===== src/rtl/i2c_pkg.sv =====
// Shared I2C definitions: target FSM states, bus-condition decode and SDA pad values.
package i2c_pkg;

   typedef enum logic [3:0] {
      StIdle,
      StAddr,
      StAddrAck,
      StReg,
      StRegAck,
      StWdata,
      StWack,
      StRdata,
      StRack,
      StWait
   } i2c_state_e;

   typedef enum logic [1:0] {
      CondNone,
      CondStart,
      CondStop
   } bus_cond_e;

   // Open-drain pad: sda_oen=0 pulls the line to sda_out, which is always low.
   localparam logic SdaRelease = 1'b1;
   localparam logic SdaDrive   = 1'b0;
   localparam logic SdaOutLow  = 1'b0;

   function automatic bus_cond_e bus_cond(input logic scl_high, input logic sda_prev,
                                          input logic sda_now);
      if (!scl_high) return CondNone;
      if (sda_prev && !sda_now) return CondStart;
      if (!sda_prev && sda_now) return CondStop;
      return CondNone;
   endfunction

endpackage


===== src/rtl/i2c_bus_sync.sv =====
// Two-flop synchronizers for SCL/SDA with SCL edge and START/STOP pulse outputs.
module i2c_bus_sync
   import i2c_pkg::*;
(
   input  logic clk_i,
   input  logic rst_ni,
   input  logic scl_i,
   input  logic sda_i,
   output logic sda_o,
   output logic scl_rise_o,
   output logic scl_fall_o,
   output logic start_o,
   output logic stop_o
);

   logic [1:0] scl_sync_q;
   logic [1:0] sda_sync_q;
   logic       scl_prev_q;
   logic       sda_prev_q;
   bus_cond_e  cond;

   // Reset to the idle-bus level so release of reset creates no false edges.
   always_ff @(posedge clk_i or negedge rst_ni) begin
      if (!rst_ni) begin
         scl_sync_q <= 2'b11;
         sda_sync_q <= 2'b11;
         scl_prev_q <= 1'b1;
         sda_prev_q <= 1'b1;
      end else begin
         scl_sync_q <= {scl_sync_q[0], scl_i};
         sda_sync_q <= {sda_sync_q[0], sda_i};
         scl_prev_q <= scl_sync_q[1];
         sda_prev_q <= sda_sync_q[1];
      end
   end

   assign cond       = bus_cond(scl_sync_q[1] & scl_prev_q, sda_prev_q, sda_sync_q[1]);
   assign sda_o      = sda_sync_q[1];
   assign scl_rise_o = scl_sync_q[1] & ~scl_prev_q;
   assign scl_fall_o = ~scl_sync_q[1] & scl_prev_q;
   assign start_o    = (cond == CondStart);
   assign stop_o     = (cond == CondStop);

endmodule


===== src/rtl/i2c_slave.sv =====
// I2C target: chip-address match, register-address phase, byte writes/reads on a
// register-file port with register-address auto-increment.
module i2c_slave
   import i2c_pkg::*;
#(
   parameter int unsigned ADDR_BYTES     = 1,
   parameter int unsigned REG_ADDR_WIDTH = (ADDR_BYTES == 0) ? 1 : 8 * ADDR_BYTES
) (
   input  logic                      clk_i,
   input  logic                      rst_ni,
   input  logic [6:0]                chip_addr_i,
   input  logic                      scl_i,
   input  logic                      sda_i,
   output logic                      sda_o,
   output logic                      sda_oen_o,
   output logic [REG_ADDR_WIDTH-1:0] reg_addr_o,
   output logic [7:0]                wr_data_o,
   output logic                      wr_en_o,
   output logic                      rd_req_o,
   input  logic [7:0]                rd_data_i,
   output logic                      busy_o,
   output logic                      done_o
);

   localparam logic [7:0] LastAddrByte = 8'((ADDR_BYTES == 0) ? 0 : ADDR_BYTES - 1);

   logic sda_s, scl_rise, scl_fall, start_det, stop_det;

   i2c_bus_sync u_sync (
      .clk_i      (clk_i),
      .rst_ni     (rst_ni),
      .scl_i      (scl_i),
      .sda_i      (sda_i),
      .sda_o      (sda_s),
      .scl_rise_o (scl_rise),
      .scl_fall_o (scl_fall),
      .start_o    (start_det),
      .stop_o     (stop_det)
   );

   i2c_state_e                state_q;
   logic [3:0]                bit_cnt_q;
   logic [7:0]                byte_cnt_q;
   logic [7:0]                rx_q;
   logic [7:0]                tx_q;
   logic                      rw_q;
   logic                      rd_pend_q;
   logic                      wr_pend_q;
   logic                      oen_q;
   logic [REG_ADDR_WIDTH-1:0] reg_addr_q;
   logic [7:0]                wr_data_q;
   logic                      wr_en_q;
   logic                      rd_req_q;
   logic                      busy_q;
   logic                      done_q;

   logic [7:0]                rx_next;
   logic [REG_ADDR_WIDTH-1:0] reg_addr_shift;
   logic [REG_ADDR_WIDTH-1:0] reg_addr_inc;

   assign rx_next        = {rx_q[6:0], sda_s};
   assign reg_addr_shift = (reg_addr_q << 1) | REG_ADDR_WIDTH'(sda_s);
   assign reg_addr_inc   = reg_addr_q + REG_ADDR_WIDTH'(1);

   // In the ACK states oen_q doubles as the phase flag: released = ACK not yet driven.
   always_ff @(posedge clk_i or negedge rst_ni) begin
      if (!rst_ni) begin
         state_q    <= StIdle;
         bit_cnt_q  <= '0;
         byte_cnt_q <= '0;
         rx_q       <= '0;
         tx_q       <= '0;
         rw_q       <= 1'b0;
         rd_pend_q  <= 1'b0;
         wr_pend_q  <= 1'b0;
         oen_q      <= SdaRelease;
         reg_addr_q <= '0;
         wr_data_q  <= '0;
         wr_en_q    <= 1'b0;
         rd_req_q   <= 1'b0;
         busy_q     <= 1'b0;
         done_q     <= 1'b0;
      end else begin
         wr_en_q   <= 1'b0;
         rd_req_q  <= 1'b0;
         done_q    <= 1'b0;
         wr_pend_q <= 1'b0;
         // Read data is valid the clk after rd_req is seen by the bank.
         rd_pend_q <= rd_req_q;
         if (rd_pend_q) tx_q <= rd_data_i;
         if (wr_pend_q) begin
            wr_data_q <= rx_q;
            wr_en_q   <= 1'b1;
         end

         if (start_det) begin
            state_q   <= StAddr;
            bit_cnt_q <= '0;
            oen_q     <= SdaRelease;
            busy_q    <= 1'b0;
         end else if (stop_det) begin
            state_q <= StIdle;
            oen_q   <= SdaRelease;
            busy_q  <= 1'b0;
            done_q  <= busy_q;
         end else begin
            unique case (state_q)
               StIdle, StWait: ;
               StAddr: if (scl_rise) begin
                  rx_q      <= rx_next;
                  bit_cnt_q <= bit_cnt_q + 4'd1;
                  if (bit_cnt_q == 4'd7) begin
                     if (rx_next[7:1] == chip_addr_i) begin
                        state_q  <= StAddrAck;
                        busy_q   <= 1'b1;
                        rw_q     <= rx_next[0];
                        rd_req_q <= rx_next[0];
                     end else begin
                        state_q <= StIdle;
                     end
                  end
               end
               StAddrAck: if (scl_fall) begin
                  if (oen_q == SdaRelease) begin
                     oen_q <= SdaDrive;
                  end else begin
                     byte_cnt_q <= '0;
                     if (rw_q) begin
                        oen_q     <= tx_q[7];
                        tx_q      <= {tx_q[6:0], 1'b0};
                        bit_cnt_q <= 4'd1;
                        state_q   <= StRdata;
                     end else begin
                        oen_q     <= SdaRelease;
                        bit_cnt_q <= '0;
                        state_q   <= (ADDR_BYTES > 0) ? StReg : StWdata;
                     end
                  end
               end
               StReg: if (scl_rise) begin
                  reg_addr_q <= reg_addr_shift;
                  bit_cnt_q  <= bit_cnt_q + 4'd1;
                  if (bit_cnt_q == 4'd7) state_q <= StRegAck;
               end
               StRegAck: if (scl_fall) begin
                  if (oen_q == SdaRelease) begin
                     oen_q <= SdaDrive;
                  end else begin
                     oen_q      <= SdaRelease;
                     bit_cnt_q  <= '0;
                     byte_cnt_q <= byte_cnt_q + 8'd1;
                     state_q    <= (byte_cnt_q == LastAddrByte) ? StWdata : StReg;
                  end
               end
               StWdata: if (scl_rise) begin
                  rx_q      <= rx_next;
                  bit_cnt_q <= bit_cnt_q + 4'd1;
                  if (bit_cnt_q == 4'd7) begin
                     wr_pend_q <= 1'b1;
                     state_q   <= StWack;
                  end
               end
               StWack: if (scl_fall) begin
                  if (oen_q == SdaRelease) begin
                     oen_q <= SdaDrive;
                  end else begin
                     oen_q      <= SdaRelease;
                     reg_addr_q <= reg_addr_inc;
                     bit_cnt_q  <= '0;
                     state_q    <= StWdata;
                  end
               end
               StRdata: if (scl_fall) begin
                  if (bit_cnt_q == 4'd8) begin
                     oen_q   <= SdaRelease;
                     state_q <= StRack;
                  end else begin
                     oen_q     <= tx_q[7];
                     tx_q      <= {tx_q[6:0], 1'b0};
                     bit_cnt_q <= bit_cnt_q + 4'd1;
                  end
               end
               StRack: if (scl_rise) begin
                  if (!sda_s) begin
                     reg_addr_q <= reg_addr_inc;
                     rd_req_q   <= 1'b1;
                     bit_cnt_q  <= '0;
                     state_q    <= StRdata;
                  end else begin
                     state_q <= StWait;
                  end
               end
               default: state_q <= StIdle;
            endcase
         end
      end
   end

   assign sda_o      = SdaOutLow;
   assign sda_oen_o  = oen_q;
   assign reg_addr_o = reg_addr_q;
   assign wr_data_o  = wr_data_q;
   assign wr_en_o    = wr_en_q;
   assign rd_req_o   = rd_req_q;
   assign busy_o     = busy_q;
   assign done_o     = done_q;

endmodule

===== config.mk =====
export PLATFORM = sky130hd
export DESIGN_NAME = i2c_slave
export DESIGN_NICKNAME = d
export VERILOG_FILES = /design/src/rtl/i2c_pkg.sv /design/src/rtl/i2c_bus_sync.sv /design/src/rtl/i2c_slave.sv
export SDC_FILE = /design/constraint.sdc
export NUM_CORES = 1
export LEC_CHECK = 0
export CAP_MARGIN = 10
export CORE_MARGIN = 8
export CORE_UTILIZATION = 25
export DETAILED_ROUTE_END_ITERATION = 8
export GPL_TIMING_DRIVEN = 1
export PLACE_DENSITY = 0.39
export SETUP_SLACK_MARGIN = 0.15
export SLEW_MARGIN = 0
export SYNTH_ARGS = -nofsm -noshare
export SYNTH_HDL_FRONTEND = slang
export SYNTH_SLANG_ARGS = --single-unit

===== constraint.sdc =====
create_clock -name clk_i -period 5.4 [get_ports clk_i]
set_input_delay 1.08 -clock clk_i [delete_from_list [all_inputs] [get_ports clk_i]]
set_output_delay 1.08 -clock clk_i [all_outputs]
set_load 0.02 [all_outputs]

==> run_1/clock_wires.png <==
Scale bar: 50 um.
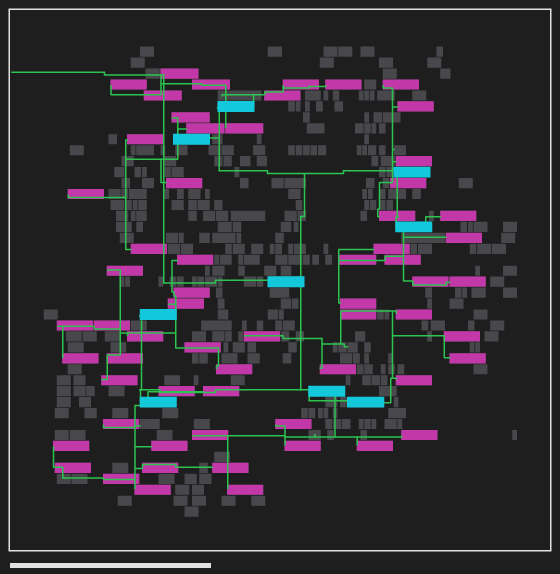
[clock wires] green | length: 1,060 um
[flip-flops] magenta | count: 62
[clock-net drivers] cyan | count: 9
routed clock nets: 10
Worst Clk Skew: 5.71 ps
Clk Latency, worst-skew pair: 330 ps
relative contribution of the clock network to total power: 52.6%

==> run_1/m3.png <==
Scale bar: 50 um. Cells faint in the background.
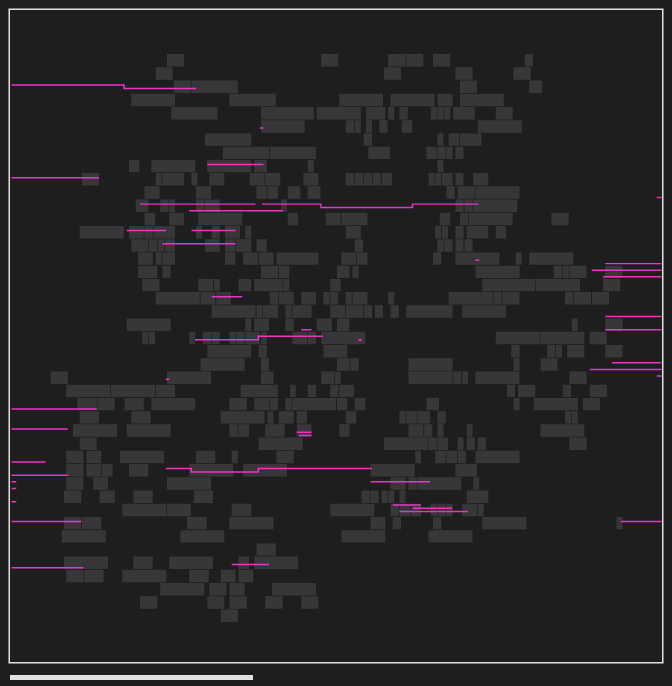
main direction: horizontal
longest straight run: 23.5 um
wire length on this layer: 487 um
share of all routed wire: 5.4%
nets with wire on the layer: 34
met3 track demand over resource in global routing: 3.48%
detailed-route via count: 2,768
drt total wl: 8.95 mm

==> run_1/m2.png <==
Cells faint in the background.
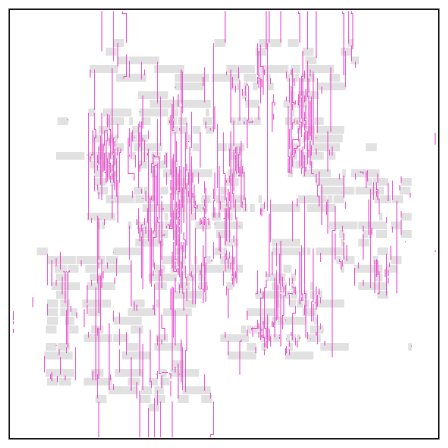
longest straight run: 52.4 um
wire length on this layer: 4,160 um
global-route met2 utilization: 16.0%

==> results.txt, run 1 <==
The implementation run finished. Number of vias per cell landed at slightly below 5. Cell internal power was estimated by the tool at 939 uW. Buffer depth of the longest clock path landed at 2. In the hold timing report, the worst path depth is 0.

In this run the critical register-to-register path is captured at reg_addr_o[0]. At the pin with the least slew margin, the transition time is 920 ps. Number of nets in the layout landed at roughly 400. Number of buffers and inverters on the critical path landed at 0.

The first global-routing pass estimated 14.7 mm of wire. The synthesis report gives the async set-or-reset register share as 100%. In this run the worst setup path terminates at reg_addr_o[0].

According to the hold report, the worst path is of the reg -> reg type. Summed over all nets, the switching power comes to roughly 280 uW. Yosys reports that the leading cell type by area covers 39.5% of the netlist area.

Number of hold violations in the final report landed at 0. Including well taps, the total number of placed cells is 548. The worst setup path is captured at a flop. Share of the cycle needed by the critical path after routing landed at between 50% and 60%.

Per the timing report, the most critical flop-to-flop path originates at state_q[3]. Average wire per standard cell landed at roughly 16 um. The flow ran to the end, and the final reports show no timing, DRC or antenna violations.

The violation tally recorded at the end of detailed-routing iteration 0 is between 150 and 200. Largest driver fanout on the critical path landed at 25. The clock H-tree reported by CTS has 3 levels. Arrival time of data at the critical path endpoint landed at 3130 ps. At the end of routability-driven placement, the weighted congestion stood at about 0.77. For the worst min-delay path, the startpoint reported by OpenROAD is u_sync.sda_sync_q[0]. On the critical path, the stage with the largest delay is an instance of sky130_fd_sc_hd__dfrtp_1. Detailed placement HPWL landed at between 6 and 7 mm. The synthesis report names the predominant flop master as sky130_fd_sc_hd__dfrtp_1. The power report puts the leakage power at around 0.0017 uW. TritonCTS built the clock tree. Number of warnings reported in the yosys synthesis log landed at 0. The synthesis report lists the most area-consuming cells as sky130_fd_sc_hd__dfrtp_1 (39%), sky130_fd_sc_hd__mux2_2 (5.8%), sky130_fd_sc_hd__dfstp_2 (5.3%), sky130_fd_sc_hd__a21oi_1 (4.0%), sky130_fd_sc_hd__o21ai_0 (3.7%). Instance count of the mapped netlist landed at about 350. Nets still carrying antenna violations after routing amount to 0.

The critical path starts at state_q[3]. Setup repair after global routing left no endpoint under its margin. Post-synthesis to final-layout area growth landed at 24.0%.

The most common logic cells in the final layout are sky130_fd_sc_hd__dfrtp_1 (55), sky130_fd_sc_hd__clkdlybuf4s50_1 (38), sky130_fd_sc_hd__nand2_1 (34). CTS buffer count landed at 9. The floorplan report gives the top-level pin count as 41. The layout summary lists the proportion of cells stronger than drive strength 1 as around 15%. Maximum number of pins on one net before global-route repair landed at roughly 63. Looking at the hold checks, the worst path lands on u_sync.sda_sync_q[1]. Data required time of the worst path landed at around 5700 ps. Utilization after layout landed at a little under a third. After clock tree synthesis, the setup repair step added 0 buffers.

The most common logic cell in the final layout is sky130_fd_sc_hd__dfrtp_1. Per the detail_route log, met3 wirelength is just under 500 um. Per the post-synthesis report, the nets total between 300 and 400. Worst-case vdd ir drop landed at approximately 110 uV. The flow reports that combinational logic draws under 10% of the design power. Post-synth tally of flip-flops with integrated enable landed at 0.

In the CTS report, the clock slew at the register clock pins of the worst setup and hold paths is listed as 60 ps. The count of cells in the finished layout, fillers not included, comes to 564. Routed length on met2 landed at 4.16 mm. Among all stages on the critical path, the maximum delay recorded is ~830 ps. The detailed router put a total of slightly above 4 mm of wire on met1. Cell area power density landed at between 200 and 300 nW/um^2. Chip area landed at around 18,000 um^2. Summed over all layers, the global routing overflow is 0. The number of hold buffers added after CTS was 0. Max-capacitance violation count landed at 0. As logged by OpenROAD, the buffers inserted on ports number 39.
## run 1: through the flow
stage | area, um^2 | power [uW] | setup WS, ps
after floorplan | 3490 | 551 | 3370
after global placement | 3990 | 591 | 2640
after detailed placement | 3990 | 591 | 2580
after CTS | 4320 | 1250 | 2550
after global routing | 4320 | 1280 | 2310
final | 4320 | 1220 | 2530
## run 1: registers in the layout, summed over array words and instances (netlist names), 2 cells and up
| register | flops |
|---|---|
| byte_cnt_q | 8 |
| reg_addr_o | 8 |
| rx_q | 8 |
| tx_q | 8 |
| wr_data_o | 8 |
| bit_cnt_q | 4 |
| state_q | 4 |
| u_sync.scl_sync_q | 2 |
| u_sync.sda_sync_q | 2 |
## run 1: final cells by class
type / instances / area (um^2) / area share, %
flip-flops and latches: 62 / 1560 / 36.1
clock inverters: 6 / 93.8 / 2.17
multi-input cells: 257 / 1780 / 41.1
clock buffers: 10 / 239 / 5.53
inverters: 9 / 33.8 / 0.781
repair buffers: 40 / 393 / 9.09
well taps: 180 / 225 / 5.21
## run 1: power by group through the flow
stage | clock (uW) | sequential (uW) | combinational (uW)
3_5_place_dp | 0 | 510 | 80.3
6_report | 644 | 502 | 78.7
4_1_cts | 664 | 502 | 80.7
2_1_floorplan | 0 | 500 | 51.1
5_1_grt | 685 | 505 | 88.3
3_3_place_gp | 0 | 511 | 80.1
## run 1: cells by family (layout without fill, tap and decap cells)
kind of cell               after synthesis  after routing  synth area share [%]
AOI/OAI and AO/OA                       97             97                  18.8
xor gates and xnor gates                10             10                  2.51
adders and majority gates                5              5                  1.79
buffers and inverters                   28             65                  4.23
DFF                                     62             62                  44.7
muxes                                   28             28                  8.68
other                                    1              1                 0.108
and+or+nand+nor                        116            116                  19.1
==> inputs of run 2 (changes only) <==
- PLACE_DENSITY: 0.39 -> 0.4
- clock period: 5.4 -> 2.4 ns (I/O delays scaled with it)
==> results.txt, run 2 <==
The implementation run finished. Cell area power density landed at 597 nW/um^2 (+110%). Between the synthesized netlist and the finished layout, the area growth was recorded as 27.7%. The flow ran to the end, and the final reports show no timing, DRC or antenna violations.

Maximum number of pins on one net before global-route repair landed at 63 (unchanged). Final antenna-violating net count landed at 0 (unchanged). The leakage power summed over all cells is 0.00179 uW (+4.3%). At the floorplan stage, the core utilization is reported as 25.3%. Post-synth tally of flip-flops with integrated enable landed at 0 (unchanged). STA classifies the critical path endpoint as a flop.

TritonCTS built the clock tree. The number of vias per cell came to 4.83 (-1.5%). Post-route cell area landed at 4450 um^2 (+3.0%).

STA classifies the critical path startpoint as a flop. The insertion delay at the late pin of the worst-skew pair is 340 ps (about the same). Worst-case vdd ir drop landed at 360 uV (+230%). The largest driver fanout on the critical path is 10 (-60%).

The max-capacitance violation count came to 0 (unchanged). The fraction of final layout cells with drive strength greater than 1 is 19.5% (+4.2 points). Logic depth of the worst register-to-register path landed at 5. Area of placed instances landed at 4130 um^2 (+3.4%). For this run, the leading register cell type out of synthesis is sky130_fd_sc_hd__dfrtp_1. Async set or reset register ratio after synthesis landed at 100% (unchanged). The number of ports placed on the die boundary came to 41 (unchanged). The instance count of the mapped netlist came to 347 (unchanged). Global placer's final weighted congestion landed at 0.800 (+3.9%). CTS buffer count landed at 9 (unchanged). Number of warnings reported in the yosys synthesis log landed at 0 (unchanged). Yosys attributes the largest share of cell area to sky130_fd_sc_hd__dfrtp_1 (39%), sky130_fd_sc_hd__mux2_2 (5.8%), sky130_fd_sc_hd__dfstp_2 (5.3%), sky130_fd_sc_hd__a21oi_1 (4.0%), sky130_fd_sc_hd__o21ai_0 (3.7%). Looking at the reg2reg group, the worst path ends at byte_cnt_q[5]. Total congestion overflow after global routing landed at 0 (unchanged). Clock sink count landed at 62. Of the synthesized area, sequential elements account for between 40% and 50%. The largest stage delay on the critical path is 530 ps (-300 ps).

Synthesized area divided by synthesized cell count landed at 10.0 um^2. Actual transition at the worst max-transition pin landed at 598 ps (-321 ps). The number of nets in the layout is 418 (+3.7%). Per STA, the worst path accumulates the most delay in the family simple AND/OR/NAND/NOR gates. The post-CTS clock slew at the launch and capture registers of the worst setup and hold paths is 60 ps (about the same). The setup skew after layout was 10.4 ps (+4.71 ps). STA lists the startpoint of the worst register-to-register path as state_q[3].

Number of distinct library cells after synthesis landed at between 60 and 70. Count of inserted antenna diode cells landed at 0. Data required time of the worst path landed at 2630 ps (-3030 ps). The launch point of the critical path was reported as state_q[3]. STA reports the tightest min-delay check as being of type in -> async.

The initial detailed-routing violation count came to 221 (+21%). Number of nets produced by synthesis landed at 371 (unchanged). Share of the cycle needed by the critical path after routing landed at 90.5% (+37 points).

The chip area is 18,000 um^2 (unchanged). Share of the synthesized area in the top cell type landed at 39.5% (unchanged). The detailed placement HPWL came to 6.16 mm (+0.12%). Counting only logic cells after layout, the most numerous master is sky130_fd_sc_hd__dfrtp_1. Per the cell usage report, the commonest logic cells after layout are sky130_fd_sc_hd__dfrtp_1 (53), sky130_fd_sc_hd__clkdlybuf4s50_1 (38), sky130_fd_sc_hd__nand2_1 (34). Count of buffers inserted at the top-level ports landed at 39 (unchanged). Setup repair after global routing left no endpoint under its margin. The largest individual stage delay along the critical path comes from the cell sky130_fd_sc_hd__dfrtp_1. Buffer depth of the longest clock path landed at 2 (unchanged). The floorplan step set the die height to about 130 um. Sorting the synthesized cells by how often they occur yields sky130_fd_sc_hd__dfrtp_1 (55), sky130_fd_sc_hd__nand2_1 (34), sky130_fd_sc_hd__a21oi_1 (28). Arrival time of data at the critical path endpoint landed at 2400 ps (-730 ps). Number of buffers and inverters on the critical path landed at 1 (+1). The number of hold violations in the final report came to 0 (unchanged). First-pass GRT wire length landed at 14.4 mm (-2.2%). Maximum level of the CTS H-tree landed at 3 (unchanged).

The average wire per standard cell came to 15.1 um (-5.1%).
[run 2: cell counts after synthesis]
Identical to the previous run, type by type.
[run 2: worst max-delay path by stage]
stage | to | cells after the start
floorplan | bit_cnt_q[2] | 5
detailed placement | byte_cnt_q[5] | 4
finish | byte_cnt_q[5] | 5
CTS | byte_cnt_q[5] | 4
global route | byte_cnt_q[5] | 5
global placement | byte_cnt_q[5] | 4
[run 2: logic make-up after synthesis]
group,Yosys count,share of synthesized area (%)
flops,62,44.7
mux,28,8.68
other cells,1,0.108
compound gates,97,18.8
buf+inv,28,4.23
xor+xnor,10,2.51
simple gates,116,19.1
fa+ha+maj,5,1.79
[run 2: per-layer routing]
layer	wire length, um	global-route usage [%]	vias up
li1	-	-	1374
met1	4120	13.0	1361
met2	4080	15.2	61
met3	479	4.08	2
met4	35	3.12	0
met5	0	0	-
[run 2: layout make-up]
class	instances	area, um^2
repair buffers	55	531
clock inverters	7	80.1
multi-input cells	257	1790
flip-flops and latches	62	1560
inverters	9	33.8
clock buffers	9	225
well taps	180	225
fillers	1480	9320
[run 2: repair_timing]
item,4_1_cts,5_1_grt
resized,0,5
setup endpoints to repair,0,7
hold buffers,0,0
buffers inserted,0,0
[run 2: metrics by stage]
| step | hold slack [ps] | util (%) | instances | total power (uW) | setup slack, ps |
|---|---|---|---|---|---|
| after floorplan | 184 | - | 347 | 1240 | 483 |
| after global placement | 348 | 30.0 | 563 | 1330 | 227 |
| after detailed placement | 347 | 30.0 | 563 | 1330 | 201 |
| after CTS | 156 | 32.2 | 579 | 2710 | 188 |
| after global routing | 162 | 32.3 | 579 | 2780 | 153 |
| final | 146 | 32.3 | 579 | 2660 | 227 |
[run 2: where the power goes]
part	switching [uW]	internal, uW	total (uW)
clock	524	820	1340
combinational	97.6	91.8	189
sequential	41.5	1080	1120
==> run_2/m3.png <==
Scale bar: 50 um. Cells faint in the background.
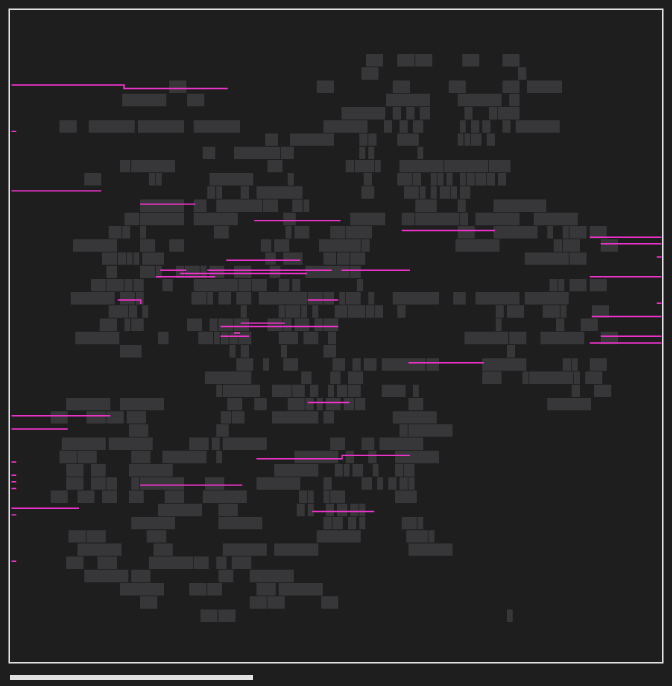
longest straight run: 25.8 um
share of all routed wire: 5.5%
main direction: horizontal
nets with wire on the layer: 32
met3 track demand over resource in global routing: 4.08%
drt total wl: 8.72 mm
detailed-route via count: 2,798

Power figures rest on the tool's default switching activity, not on a simulated workload.
